Design uart_rx, sky130hd; sources not shown.
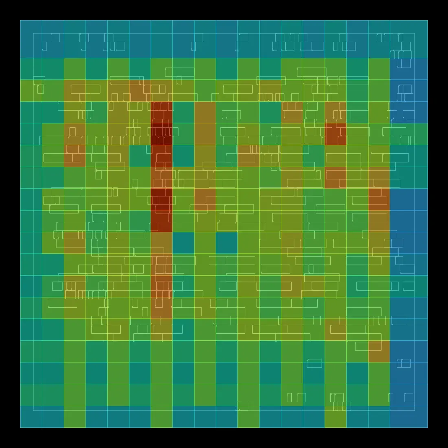
final_congestion.png
met2 track demand over resource: 0.133
most used routing layer: met2
detail-routed net length per standard cell: 13.4 um

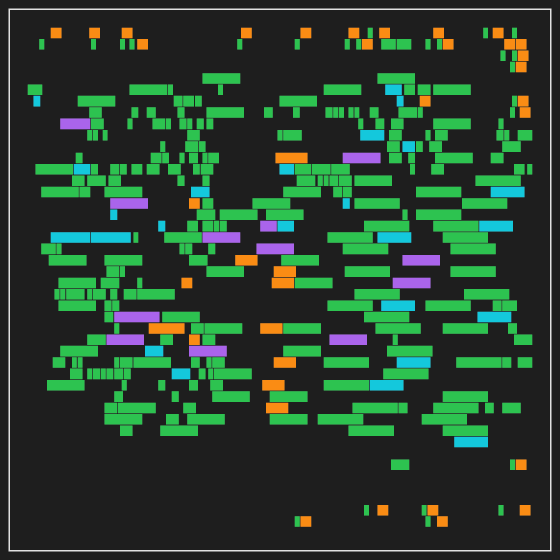
drive_strength.png
[cyan] drive 2 | cells: 24
[orange] drive 3 to 4 | cells: 37
[purple] drive 6 and up | cells: 12
[green] drive 1 or less | cells: 262
slack of the critical path: 0.415 ns
area delta synth->final: 20.9%
number of non-clock buffers: 47
final std cell area, no fill: 4440 um2

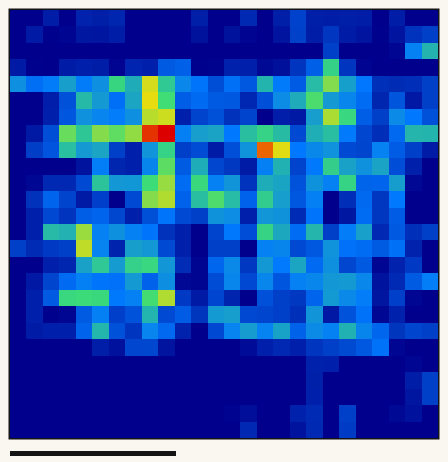
wire_density.png
The bar under the picture is 50 um long. The die is cut into 26 by 26 equal tiles; dark blue is low, red is high, scaled to the fullest tile. Values are wire area over tile area, all layers added.
emptiest ninth of the die: south-west
fullest tile: 0.43
mean over tiles: 0.064
tiles over half the peak: 3.7%
densest ninth of the die: center
nearly empty tiles: 35%
via count: 2127
overall global routing resource usage: 0.0891
total wire length: 6950 um

==> impl_summary.log <==
[flow] final metrics
INFO  metric outcome = complete, no violations
INFO  metric clock.latency.late_pin = 0.33 ns
INFO  metric routed_via_density = 4.10
INFO  metric synth_stat.cells = ~280
INFO  metric cts.reportedPaths.clkPinSlew = around 0.060 ns
INFO  metric path_class = register to output port
INFO  metric timing.max_slew.rel_slack = 0.496
INFO  metric pwr_cell_area = around 570 nW/um2
INFO  metric synth_top_cell_by_area = sky130_fd_sc_hd__dfrtp_1
INFO  metric setup_viol = 0
INFO  metric crit_path_cell_trace = buf_4 -> mux4_2 -> o21a_1 -> clkdlybuf4s50_1
INFO  metric grt_overflow_total = 0
INFO  metric first_global_vias = between 2000 and 2500
INFO  metric postCtsSetupRepairBufs = 0
INFO  metric finish.utilization = 0.307
INFO  metric slowest_cp_cell = sky130_fd_sc_hd__clkdlybuf4s50_1
INFO  metric cts_tree = done
INFO  metric worst_slew_pin_slew = 0.751 ns
INFO  metric initial_antenna_violation_count = 0
INFO  metric core_area = 14500 um2
INFO  metric die_area = 16700 um2
INFO  metric cp.required = 2.70 ns
INFO  metric cp_slowest_stage_delay = between 0.5 and 0.6 ns
INFO  metric clk_root_buffer_cell = sky130_fd_sc_hd__clkbuf_16
INFO  metric hold_path.class = register to register
INFO  metric die-width = 129 um
INFO  metric placementRows = ~44
INFO  metric vdd_ir_drop_max = 0.000281 V
INFO  metric ys_seq_frac = 0.562
INFO  metric setup.reg_to_reg.worst_slack = slightly below 0.7 ns
INFO  metric syn_inst = 282
INFO  metric flip_flop_count_of_the_largest_register_after_layout = 32
INFO  metric max_cap_violations = 0
INFO  metric route.antenna.remaining_nets = 0
INFO  metric syn-mean-instance-area = 13.0 um2
INFO  metric r2r_cells = 6
INFO  metric yosys_warnings = 0
INFO  metric log.warning_count = 30
[stage by stage]
step                hold WS [ns]  instances  worst slack [ns]  area, um2
global placement           0.347        501             0.199       4110
CTS                        0.356        519             0.330       4420
finish                     0.355        519             0.415       4440
global route               0.358        519             0.309       4440
detailed placement         0.271        502             0.343       4130
floorplan                0.00441        305             0.876       3760
[layout by cell type (no fill, tap or decap), types with 3 or more instances in the layout]
cell / count
sky130_fd_sc_hd__a211o_1: 3
sky130_fd_sc_hd__a21oi_1: 6
sky130_fd_sc_hd__and2_1: 4
sky130_fd_sc_hd__buf_2: 3
sky130_fd_sc_hd__buf_4: 26
sky130_fd_sc_hd__clkbuf_1: 6
sky130_fd_sc_hd__clkbuf_16: 9
sky130_fd_sc_hd__clkdlybuf4s50_1: 6
sky130_fd_sc_hd__conb_1: 24
sky130_fd_sc_hd__dfrtp_1: 42
sky130_fd_sc_hd__dlymetal6s2s_1: 4
sky130_fd_sc_hd__edfxtp_1: 32
sky130_fd_sc_hd__ha_1: 10
sky130_fd_sc_hd__inv_1: 9
sky130_fd_sc_hd__mux2_2: 3
sky130_fd_sc_hd__mux2_4: 7
sky130_fd_sc_hd__mux4_2: 8
sky130_fd_sc_hd__nand2_1: 17
sky130_fd_sc_hd__nand3_1: 12
sky130_fd_sc_hd__nor2_1: 13
sky130_fd_sc_hd__nor2b_1: 8
sky130_fd_sc_hd__nor3_1: 4
sky130_fd_sc_hd__nor4b_1: 3
sky130_fd_sc_hd__o21ai_0: 3
sky130_fd_sc_hd__o21ai_1: 6
sky130_fd_sc_hd__o31ai_1: 3
sky130_fd_sc_hd__xnor2_1: 12
sky130_fd_sc_hd__xor2_1: 11
[routing by layer]
| layer | vias up | wire [um] | track usage |
|---|---|---|---|
| li1 | 1054 | - | - |
| met1 | 1032 | 3300 | 0.122 |
| met2 | 32 | 3260 | 0.133 |
| met3 | 9 | 291 | 0.0264 |
| met4 | 0 | 96 | 0.0352 |
| met5 | - | 0 | 0 |
[report_power, final]
group | switching (mW) | internal (mW) | leakage (nW)
clock network | 0.411 | 0.642 | 0.136
logic | 0.223 | 0.151 | 0.912
registers | 0.0222 | 1.10 | 0.951
total | 0.657 | 1.90 | 2.00
[layout make-up]
| cell class | count | share of cell area |
|---|---|---|
| inverters | 9 | 0.00760 |
| repair buffers | 14 | 0.0346 |
| multi-input cells | 187 | 0.324 |
| well taps | 184 | 0.0518 |
| plain buffers | 33 | 0.0521 |
| clock inverters | 5 | 0.0124 |
| clock buffers | 11 | 0.0524 |
| flip-flops and latches | 76 | 0.465 |
[cell families after synthesis]
| group | count (synthesis) | synth area share |
|---|---|---|
| AND/OR/NAND/NOR | 81 | 0.131 |
| AND-OR/OR-AND | 30 | 0.0551 |
| other | 1 | 0.00102 |
| multiplexers | 19 | 0.0899 |
| adder cells (fa/ha/maj) | 10 | 0.0340 |
| flip-flops | 76 | 0.562 |
| buffers and inverters | 42 | 0.0722 |
| XOR/XNOR | 23 | 0.0548 |
[timing repair]
action / in CTS / in global routing
endpoints found under the hold margin: 15 / 0
hold buffers: 1 / 0
resized: 1 / 5
setup endpoints to repair: 1 / 13
Power figures rest on the tool's default switching activity, not on a simulated workload.
